### Congestion heat map

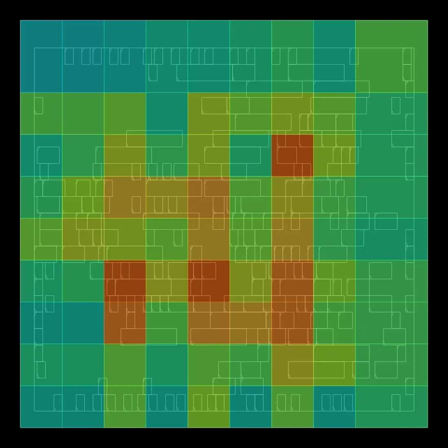
### Close-up of the layout

Window x 21 to 46, y 8 to 33 µm. Cells in gray, sequential cells in the stronger gray; small squares are vias.
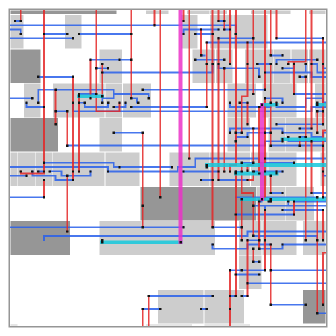
### Ports around the boundary

(8 px per µm) Pins as bars across the die edge, other pins in gray.
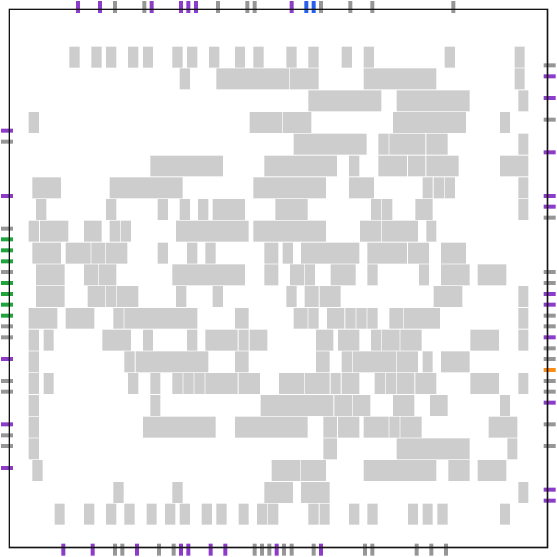
### config.mk
export PLATFORM = sky130hd
export DESIGN_NAME = stage_sequencer
export DESIGN_NICKNAME = d
export VERILOG_FILES = /design/src/rtl/rv32i_pkg.sv /design/src/rtl/wait_timer.sv /design/src/rtl/stage_sequencer.sv
export SDC_FILE = /design/constraint.sdc
export NUM_CORES = 1
export LEC_CHECK = 0
export CORE_MARGIN = 2
export CORE_UTILIZATION = 39
export CTS_BUF_LIST = sky130_fd_sc_hd__clkbuf_16
export CTS_CLUSTER_SIZE = 40
export DETAILED_ROUTE_END_ITERATION = 10
export PLACE_DENSITY_LB_ADDON = 0.25
export SLEW_MARGIN = 20
export SYNTH_ARGS = -nofsm -noshare
export SYNTH_HDL_FRONTEND = slang
export SYNTH_HIERARCHICAL = 1
export SYNTH_SLANG_ARGS = --single-unit
### constraint.sdc
create_clock -name clk -period 2.8 [get_ports clk]
set_input_delay 0.56 -clock clk [delete_from_list [all_inputs] [get_ports clk]]
set_output_delay 0.56 -clock clk [all_outputs]
set_load 0.01 [all_outputs]
### src/rtl/rv32i_pkg.sv
// Shared constants for the RV32I stage sequencer: opcodes, state encoding,
// error codes and the default handshake wait limit.
package rv32i_pkg;

  localparam logic [6:0] OP_LUI    = 7'b0110111;
  localparam logic [6:0] OP_AUIPC  = 7'b0010111;
  localparam logic [6:0] OP_JAL    = 7'b1101111;
  localparam logic [6:0] OP_JALR   = 7'b1100111;
  localparam logic [6:0] OP_BRANCH = 7'b1100011;
  localparam logic [6:0] OP_LOAD   = 7'b0000011;
  localparam logic [6:0] OP_STORE  = 7'b0100011;
  localparam logic [6:0] OP_IMM    = 7'b0010011;
  localparam logic [6:0] OP_OP     = 7'b0110011;
  localparam logic [6:0] OP_SYSTEM = 7'b1110011;

  typedef enum logic [2:0] {
    S_IDLE      = 3'd0,
    S_FETCH     = 3'd1,
    S_DECODE    = 3'd2,
    S_EXECUTE   = 3'd3,
    S_MEMORY    = 3'd4,
    S_WRITEBACK = 3'd5,
    S_HALT      = 3'd6
  } state_t;

  localparam logic [1:0] ERR_NONE    = 2'b00;
  localparam logic [1:0] ERR_ILLEGAL = 2'b01;
  localparam logic [1:0] ERR_ALU_TO  = 2'b10;
  localparam logic [1:0] ERR_MEM_TO  = 2'b11;

  localparam int WAIT_LIMIT_DEF = 16;

  function automatic logic is_legal(input logic [6:0] op);
    case (op)
      OP_LUI, OP_AUIPC, OP_JAL, OP_JALR, OP_BRANCH,
      OP_LOAD, OP_STORE, OP_IMM, OP_OP: is_legal = 1'b1;
      default:                           is_legal = 1'b0;
    endcase
  endfunction

endpackage

### src/rtl/wait_timer.sv
// Handshake wait counter: clears on request, counts while enabled and flags
// the cycle in which the LIMIT-th consecutive wait cycle is being spent.
module wait_timer #(
  parameter int LIMIT = 16
) (
  input  logic clk,
  input  logic rst,
  input  logic clr,
  input  logic en,
  output logic expired
);

  localparam int CW = $clog2(LIMIT + 1);

  logic [CW-1:0] cnt;

  always_ff @(posedge clk or posedge rst) begin
    if (rst)                 cnt <= '0;
    else if (clr)            cnt <= '0;
    else if (en && !expired) cnt <= cnt + CW'(1);
  end

  // count 0 is the first cycle in the state, so LIMIT-1 marks the last allowed one
  assign expired = (cnt == CW'(LIMIT - 1));

endmodule

### src/rtl/stage_sequencer.sv
// Multi-cycle FETCH/DECODE/EXECUTE/MEMORY/WRITEBACK controller for the RV32I core.
// Define PERF_CTR_EN to build the cycle and retired-instruction counters.
module stage_sequencer
  import rv32i_pkg::*;
#(
  parameter int WIDTH      = 32,
  parameter int WAIT_LIMIT = WAIT_LIMIT_DEF
) (
  input  logic             clk,
  input  logic             rst,
  input  logic             start,
  input  logic [6:0]       opcode,
  input  logic             alu_valid,
  input  logic             mem_ready,
  output logic             if_en,
  output logic             id_en,
  output logic             ex_en,
  output logic             mem_en,
  output logic             wb_en,
  output logic             pc_update,
  output logic [2:0]       state,
  output logic             halted,
  output logic [1:0]       err_code,
  output logic [WIDTH-1:0] cycle_cnt,
  output logic [WIDTH-1:0] instret_cnt
);

  state_t     state_q, state_n;
  logic [6:0] op_q;
  logic [1:0] err_q, err_n;
  logic       expired, timer_clr, timer_en;

  always_ff @(posedge clk or posedge rst) begin
    if (rst) begin
      state_q <= S_IDLE;
      err_q   <= ERR_NONE;
      op_q    <= '0;
    end else begin
      state_q <= state_n;
      err_q   <= err_n;
      if (state_q == S_DECODE) op_q <= opcode;
    end
  end

  always_comb begin
    state_n   = state_q;
    err_n     = err_q;
    pc_update = 1'b0;
    case (state_q)
      S_IDLE:   if (start) state_n = S_FETCH;
      S_FETCH:  state_n = S_DECODE;
      S_DECODE: begin
        if (is_legal(opcode)) begin
          state_n = S_EXECUTE;
        end else begin
          state_n = S_HALT;
          err_n   = (opcode == OP_SYSTEM) ? ERR_NONE : ERR_ILLEGAL;
        end
      end
      S_EXECUTE: begin
        if (alu_valid) begin
          if (op_q == OP_LOAD || op_q == OP_STORE) begin
            state_n = S_MEMORY;
          end else if (op_q == OP_BRANCH) begin
            state_n   = S_FETCH;
            pc_update = 1'b1;
          end else begin
            state_n = S_WRITEBACK;
          end
        end else if (expired) begin
          state_n = S_HALT;
          err_n   = ERR_ALU_TO;
        end
      end
      S_MEMORY: begin
        if (mem_ready) begin
          if (op_q == OP_LOAD) begin
            state_n = S_WRITEBACK;
          end else begin
            state_n   = S_FETCH;
            pc_update = 1'b1;
          end
        end else if (expired) begin
          state_n = S_HALT;
          err_n   = ERR_MEM_TO;
        end
      end
      S_WRITEBACK: begin
        state_n   = S_FETCH;
        pc_update = 1'b1;
      end
      S_HALT:  state_n = S_HALT;
      default: state_n = S_IDLE;
    endcase
  end

  // any state change restarts the wait window for the next handshake
  assign timer_clr = (state_n != state_q);
  assign timer_en  = (state_q == S_EXECUTE && !alu_valid) ||
                     (state_q == S_MEMORY  && !mem_ready);

  wait_timer #(.LIMIT(WAIT_LIMIT)) u_wait_timer (
    .clk     (clk),
    .rst     (rst),
    .clr     (timer_clr),
    .en      (timer_en),
    .expired (expired)
  );

  assign if_en    = (state_q == S_FETCH);
  assign id_en    = (state_q == S_DECODE);
  assign ex_en    = (state_q == S_EXECUTE);
  assign mem_en   = (state_q == S_MEMORY);
  assign wb_en    = (state_q == S_WRITEBACK);
  assign halted   = (state_q == S_HALT);
  assign state    = state_q;
  assign err_code = err_q;

`ifdef PERF_CTR_EN
  logic [WIDTH-1:0] cyc_q, ret_q;

  always_ff @(posedge clk or posedge rst) begin
    if (rst) begin
      cyc_q <= '0;
      ret_q <= '0;
    end else begin
      if (state_q != S_IDLE && state_q != S_HALT) cyc_q <= cyc_q + WIDTH'(1);
      if (pc_update) ret_q <= ret_q + WIDTH'(1);
    end
  end

  assign cycle_cnt   = cyc_q;
  assign instret_cnt = ret_q;
`else
  assign cycle_cnt   = '0;
  assign instret_cnt = '0;
`endif

endmodule

==> flow_metrics.py <==
# Physical implementation metrics
metrics = {
    "run_status": {
        "status": "completed",
    },
    "routing": {
        "drc": 0,
        "num_vias": 1144,
        "drtIter0Drc": 96,
        "ant_nets": 0,
    },
    "logic_synthesis": {
        "syn_avg_cell_area_um2": 8.17,
        "synth.distinct_cells": 42,
        "ys_sh_xor": 0.0113,
        "ys_sh_mux": 0.0282,
        "synth_top_area_share": 0.309,
        "async_flop_share": 1.00,
        "mappedNetlistArea_um2": 1550,
        "top_area_cell": "buf_4",
        "ys_cells": 190,
        "topCombFamilyByArea": "buffers and inverters",
        "synth_cells": 190,
        "ys_warn_count": 6,
    },
    "clock_tree": {
        "root_buffer": "clkbuf_16",
        "clk_pin_slew_ns": 0.05,
        "clock-sinks": 17,
    },
    "flow_run": {
        "warning_count": 26,
        "maxCapViolations": 0,
    },
    "worst_setup_path": {
        "crit_type": "register to output pin",
        "cp_cell_sequence": "nand2b_1, or2_1, inv_2, clkdlybuf4s50_1",
        "cp.arrival_ns": 1.84,
        "cp_top_family": "buffers and inverters",
        "path_buffers": 2,
        "end_kind": "output pin",
        "r2r_slack_ns": 0.50,
        "critPathMaxFanout": 10,
        "cpPeakStageDelay_ns": 0.57,
        "required_ns": 2.24,
        "r2r_start": "u_wait_timer/cnt[0]",
    },
    "floorplan": {
        "rows": 22,
        "die_area_um2": 4500,
        "fp.dieW_um": 67.1,
        "io_pins": 88,
        "core_area_um2": 3740,
    },
    "layout": {
        "clock_tree_area_fraction": 0.0472,
        "area_delta_synth_final_pct": 9.27,
        "seq_area_frac": 0.251,
        "layout.cells.non_filler": 264,
        "final-nonclk-buf-share": 0.155,
        "most-common-layout-cells": "conb_1, nand2_1, clkdlybuf4s50_1",
        "drive_gt1_frac": 0.0694,
        "layout.nets": 231,
        "n_fill_cell": 416,
    },
    "grt": {
        "grt_usage": 0.124,
        "grt_pass1_wl_mm": 4.18,
        "first_global_vias": 924,
    },
    "placement": {
        "pre_cts_ws_ns": 0.164,
        "dp_hpwl_mm": 2.26,
    },
    "worst_hold_path": {
        "hold_class": "register to register",
        "min_to": "op_q[2]",
        "min_from": "op_q[2]",
    },
    "power": {
        "cellLeakagePower_nw": 0.866,
        "ir_worst_vdd_v": 0.000279,
        "power.switching_w": 0.000573,
        "p_per_area_nw_per_um2": 855,
        "seqPwrFrac": 0.303,
    },
    "final_timing": {
        "slew-limit-headroom": 0.661,
        "worst_pin_slew_ns": 0.507,
        "holdWs_ns": 0.478,
        "hold_viol": 0,
        "fin_skew_ns": 0.00115,
    },
}
Notes on 'Congestion heat map' above:
WL/cell: 10.5 µm
M2 GR Usage: 0.197
met3 Resource Use GR: 0.0321

Notes on 'Close-up of the layout' above:
red -> metal 2
blue -> metal 1
cyan -> metal 3
magenta -> metal 4
sequential cells in the window = 2
netlist names of flops here include = `op_q` (1), `state` (1)
cells with their middle in the window = 42
most frequent = nand2_1 (7), nor2_1 (7), nand2b_1 (4)

Notes on 'Ports around the boundary' above:
green -> `opcode`  # pins 7, direction input, edge left
orange -> `mem_ready`  # pins 1, direction input, edge right
blue -> `err_code`  # pins 2, direction output, edge top
purple -> `cycle_cnt`  # pins 32, direction output, edge 11 right, 9 bottom, 7 top, 5 left

[tightest hold or removal path, delay by kind of cell (launching register included)]
family	cells	cell delay (ns)
AND/OR/NAND/NOR	2	0.10
flip-flops	1	0.34
[worst max-delay path by stage]
stage	end	start	cells after the start
6_report	id_en	state[1]	4
5_1_grt	u_wait_timer/cnt[3]	opcode[4]	8
4_1_cts	pc_update	op_q[2]	5
3_5_place_dp	u_wait_timer/cnt[3]	opcode[4]	8
3_3_place_gp	pc_update	alu_valid	4
2_1_floorplan	u_wait_timer/cnt[3]	u_wait_timer/cnt[0]	9
[cell usage after synthesis (all sizes together) (2+ instances only)]
library cell / count
dfrtp: 17
a211oi: 2
nand2b: 6
o21ai: 7
ha: 2
nand2: 26
and3: 2
mux2: 3
inv: 7
nor3: 2
buf: 64
a221oi: 2
nor2: 15
a21oi: 3
or3: 2
nand3b: 3
o211ai: 2
clkbuf: 4
nand4: 3
[state kept, by name, summed over array words and instances (netlist names)]
name,count
op_q,7
u_wait_timer/cnt,5
state,3
err_code,2
[metal layers]
metal	vias up	GRT usage	share of wire	routed length, µm
met4	0	0.0459	0.017	48
met2	64	0.197	0.47	1290
met1	515	0.162	0.42	1180
li1	558	-	-	-
met5	-	0	0	0
met3	7	0.0321	0.092	255
[power by group through the flow]
stage               registers (W)  clock network, W  logic [W]
floorplan                0.000412                 0   0.000569
global placement         0.000444                 0   0.000730
detailed placement       0.000443                 0   0.000730
CTS                      0.000439          0.000293   0.000735
global route             0.000456          0.000302   0.000816
finish                   0.000440          0.000288   0.000724
[per-stage QoR]
stage	power [W]	area, µm²
after floorplan	0.000982	1790
after global placement	0.00117	1610
after detailed placement	0.00117	1610
after CTS	0.00147	1690
after global routing	0.00157	1700
final	0.00145	1700
No activity file was given, so power comes from the tool's default toggle rates.
